Figure 1. Cell density map.
(2 px per µm) The die is cut into 15 by 15 equal tiles; white is low, dark blue is high, 0 to 100% covered.
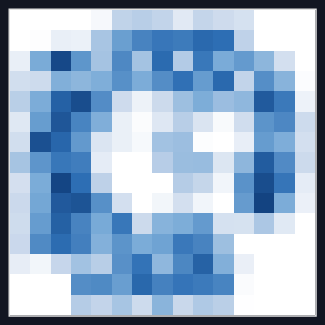
Figure 2. Clock routing.
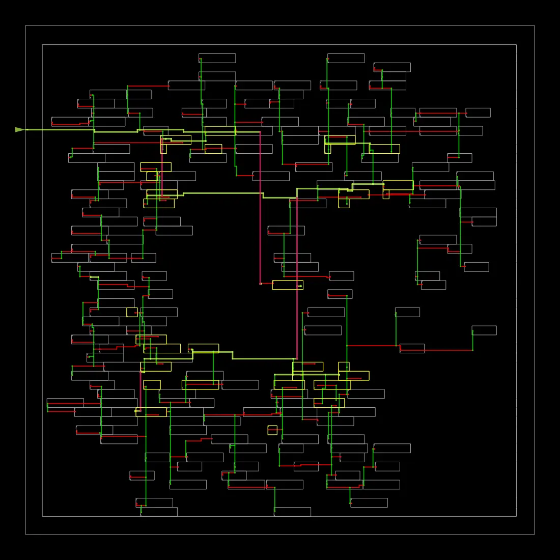
Figure 3. The metal 3 layer.
(3 px per µm) Cells faint in the background.
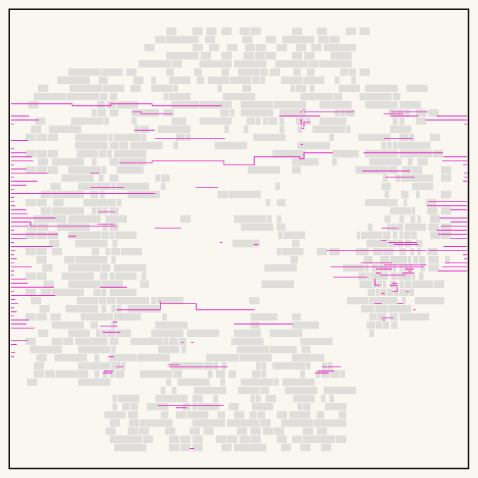
Figure 4. Clock network drawn from the DEF.
(2 px per µm)
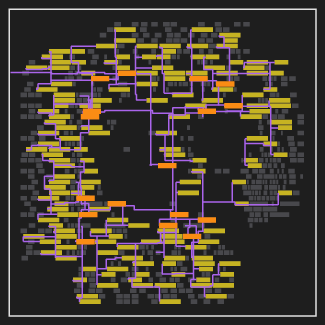
Figure 5. Metal 1.
(2 px per µm) Supply wires on this layer in grey.
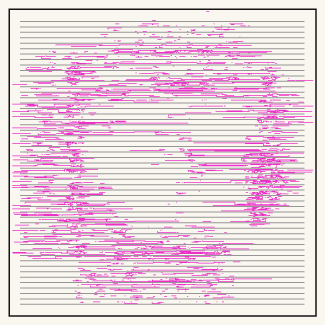
## src/rtl/cdb_arbiter_pkg.sv

```systemverilog
// cdb_arbiter_pkg: shared CDB source indices, widths and index-width helper
package cdb_arbiter_pkg;
    localparam int CDB_SRC_ALU = 0;
    localparam int CDB_SRC_LSB = 1;
    localparam int CDB_SRC_BR = 2;
    localparam int CDB_NUM_SRC = 3;
    localparam int ROB_WIDTH = 5;
    localparam int CDB_DATA_W = 32;

    function automatic int idx_w(input int n);
        return (n > 1) ? $clog2(n) : 1;
    endfunction
endpackage

```

## src/rtl/cdb_arbiter_rr.sv

```systemverilog
// rr_arbiter: combinational rotate-priority picker; the first request at or after ptr wins
module rr_arbiter
    import cdb_arbiter_pkg::*;
#(
    parameter int N = CDB_NUM_SRC,
    parameter int IW = idx_w(N)
) (
    input  logic [N-1:0]  req,
    input  logic [IW-1:0] ptr,
    output logic [N-1:0]  gnt,
    output logic [IW-1:0] idx,
    output logic          any_gnt
);
    always_comb begin
        idx = '0;
        any_gnt = 1'b0;
        // Walk from farthest to nearest so the slot closest to ptr is assigned last and wins
        for (int k = N - 1; k >= 0; k--) begin
            if (req[(int'(ptr) + k) % N]) begin
                idx = IW'((int'(ptr) + k) % N);
                any_gnt = 1'b1;
            end
        end
        gnt = any_gnt ? (N'(1) << idx) : '0;
    end
endmodule

```

## src/rtl/cdb_arbiter.sv

```systemverilog
// cdb_arbiter: one-entry slot per producer, round-robin onto a registered CDB broadcast.
// Define CDB_STATS_EN to add per-source broadcast and stall counters.
module cdb_arbiter
    import cdb_arbiter_pkg::*;
#(
    parameter int NUM_SRC = CDB_NUM_SRC,
    parameter int ROB_ID_W = ROB_WIDTH,
    parameter int DATA_W = CDB_DATA_W
) (
    input  logic                        clk_in,
    input  logic                        rst_in,
    input  logic                        rdy_in,
    input  logic                        clear_flag,
    input  logic [NUM_SRC-1:0]          src_valid,
    input  logic [NUM_SRC*ROB_ID_W-1:0] src_rob_id,
    input  logic [NUM_SRC*DATA_W-1:0]   src_val,
    output logic [NUM_SRC-1:0]          src_ready,
    output logic                        cdb_valid,
    output logic [ROB_ID_W-1:0]         cdb_rob_id,
    output logic [DATA_W-1:0]           cdb_val,
    output logic [1:0]                  cdb_src
`ifdef CDB_STATS_EN
    ,
    output logic [NUM_SRC*32-1:0]       stat_bcast,
    output logic [NUM_SRC*32-1:0]       stat_stall
`endif
);
    localparam int IW = idx_w(NUM_SRC);

    logic [NUM_SRC-1:0]  slot_full, gnt, accept;
    logic [ROB_ID_W-1:0] slot_tag [NUM_SRC];
    logic [DATA_W-1:0]   slot_val [NUM_SRC];
    logic [IW-1:0]       ptr, gnt_idx;
    logic                any_gnt;

    rr_arbiter #(.N(NUM_SRC), .IW(IW)) u_rr (
        .req(slot_full),
        .ptr(ptr),
        .gnt(gnt),
        .idx(gnt_idx),
        .any_gnt(any_gnt)
    );

    // A granted slot drains on the same edge, so it can take new data immediately
    assign src_ready = (rdy_in && !clear_flag && !rst_in) ? (~slot_full | gnt) : '0;
    assign accept = src_valid & src_ready;

    always_ff @(posedge clk_in) begin
        if (rst_in) begin
            slot_full <= '0;
            ptr <= '0;
            cdb_valid <= 1'b0;
            cdb_rob_id <= '0;
            cdb_val <= '0;
            cdb_src <= '0;
        end else if (rdy_in) begin
            if (clear_flag) begin
                slot_full <= '0;
                ptr <= '0;
                cdb_valid <= 1'b0;
            end else begin
                slot_full <= (slot_full & ~gnt) | accept;
                cdb_valid <= any_gnt;
                if (any_gnt) begin
                    cdb_rob_id <= slot_tag[gnt_idx];
                    cdb_val <= slot_val[gnt_idx];
                    cdb_src <= 2'(gnt_idx);
                    ptr <= (gnt_idx == IW'(NUM_SRC - 1)) ? '0 : gnt_idx + 1'b1;
                end
            end
        end
    end

    always_ff @(posedge clk_in) begin
        for (int i = 0; i < NUM_SRC; i++) begin
            if (accept[i]) begin
                slot_tag[i] <= src_rob_id[i*ROB_ID_W +: ROB_ID_W];
                slot_val[i] <= src_val[i*DATA_W +: DATA_W];
            end
        end
    end

`ifdef CDB_STATS_EN
    logic [31:0] bcast_cnt [NUM_SRC];
    logic [31:0] stall_cnt [NUM_SRC];

    always_ff @(posedge clk_in) begin
        for (int i = 0; i < NUM_SRC; i++) begin
            if (rst_in) begin
                bcast_cnt[i] <= '0;
                stall_cnt[i] <= '0;
            end else begin
                if (rdy_in && !clear_flag && gnt[i]) bcast_cnt[i] <= bcast_cnt[i] + 1'b1;
                if (rdy_in && src_valid[i] && !src_ready[i]) stall_cnt[i] <= stall_cnt[i] + 1'b1;
            end
        end
    end

    for (genvar g = 0; g < NUM_SRC; g++) begin : g_stat
        assign stat_bcast[g*32 +: 32] = bcast_cnt[g];
        assign stat_stall[g*32 +: 32] = stall_cnt[g];
    end
`endif
endmodule

```

## config.mk

```make
export PLATFORM = sky130hd
export DESIGN_NAME = cdb_arbiter
export DESIGN_NICKNAME = d
export VERILOG_FILES = /design/src/rtl/cdb_arbiter_pkg.sv /design/src/rtl/cdb_arbiter_rr.sv /design/src/rtl/cdb_arbiter.sv
export SDC_FILE = /design/constraint.sdc
export NUM_CORES = 1
export LEC_CHECK = 0
export ABC_AREA = 0
export CAP_MARGIN = 10
export CORE_MARGIN = 5
export CORE_UTILIZATION = 30
export DETAILED_ROUTE_END_ITERATION = 7
export GPL_ROUTABILITY_DRIVEN = 0
export PLACE_DENSITY = 0.65
export RECOVER_POWER = 100
export SYNTH_ARGS = -nofsm -noshare
export SYNTH_HDL_FRONTEND = slang
export SYNTH_SLANG_ARGS = --single-unit
```

## constraint.sdc

```tcl
create_clock -name clk_in -period 6.4 [get_ports clk_in]
set_input_delay 0.96 -clock clk_in [delete_from_list [all_inputs] [get_ports clk_in]]
set_output_delay 0.96 -clock clk_in [all_outputs]
set_load 0.05 [all_outputs]
```

==> flow_results.org <==
#+TITLE: Physical design notes

** Run status
- The final reports fail on max-capacitance violations, max-slew violations.
- Result of the run :: complete, but fails checks

** Drt
- In the final routing, the length of wire on met1 measures 7.24 mm.
- Wire segments on met3 add up to 1.17 mm in the final route.
- The routed layout reports a DRC error count of 0.
- Highest Signal Layer :: met5
- In the detailed route, the total length drawn on met2 is 8.13 mm.

** Power
- Sequential Power :: 0.00112 W
- The power report lists cell-internal power as 0.00186 W.
- The largest part of the power goes to sequential cells.

** Finish
- Fraction of final layout cells with drive strength greater than 1 :: 8.01%
- Total Nets Final :: 720
- Per the cell usage report, the commonest logic cell in the layout is dlygate4sd3_1.

** Logic synthesis
- Before any placement, the netlist area is recorded as 0.00610 mm².
- For reference, simple AND, OR, NAND and NOR cells occupy 5.95% of the area reported after synthesis.
- The synthesis report lists the Yosys warning total as 0.
- Main flop type :: edfxtp_1
- Seq share, synth :: 69.4%
- Main area contributors :: edfxtp_1 (55%), dfxtp_1 (15%), a211o_1 (5.6%), a22oi_1 (4.7%), a21oi_1 (3.4%)
- Async set-or-reset flop fraction in the synthesized netlist :: 0%
- Post-synth area from yosys stat :: 0.00610 mm²

** Global routing
- Overall overflow remaining after global route :: 0

** Timing
- Setup Viol. Count Final :: 0
- Final number of hold-violating endpoints :: 0
- Max-slew violation count :: 157

** Placement
- Per the placement report, the placed cell count is 848.
- Count of buffers from port buffering :: 160

** Worst setup path
- For the worst reg-to-reg path, the startpoint reported by OpenROAD is ptr[0].
- STA reports a reg2reg setup slack of 1.30 ns.
- Depth of the most critical reg-to-reg path :: 7
- Broken down by cell family, the worst path's largest delay share belongs to simple AND/OR/NAND/NOR gates.

** Floorplan
- Per the OpenROAD floorplan log, the height of the die is 153 µm.

** Run
- Number of maximum-capacitance violations :: 4

** Clocking
- The report lists the number of cells resized after CTS as 0.
-- Figure 1 (at the start) --
The emptiest ninth of the die: lower right. 20% of the tiles are nearly empty. The mean over all tiles is 35%. The fullest tile reaches 93%. 9.8% of the tiles are over 75% full.
starting density of the core: 30.4%
Final Core Density: 42.6%
total core area: 0.0201 mm²

-- Figure 2 (at the start) --
clock network power: 0.00107 W
sequential cells: 156
total CTS buffers: 17
clock latency at the later pin of the worst-skew pair: 0.41 ns
worst setup skew after layout: 0.00927 ns

-- Figure 3 (at the start) --
The wires run mostly horizontal. The longest straight run is 47.8 µm. The layer holds 6.9% of the routed length. 112 nets have wire on it. The layer carries 1,170 µm of wire.
met3 Track Usage GR: 4.43%
via total after detailed routing: 4,431
Detailed Route WL: 16.9 mm

-- Figure 4 (at the start) --
Key: purple = clock wires [length 1,950 µm]; orange = cells driving clock nets [count 17]; yellow = flip-flops [count 156]
There are 18 routed clock nets.
clock network power share: 44.7%

-- Figure 5 (at the start) --
646 nets have wire on it. The longest straight run is 54.7 µm. The layer carries 7,240 µm of wire.
GR Util met1: 18.0%

No activity file was given, so power comes from the tool's default toggle rates.
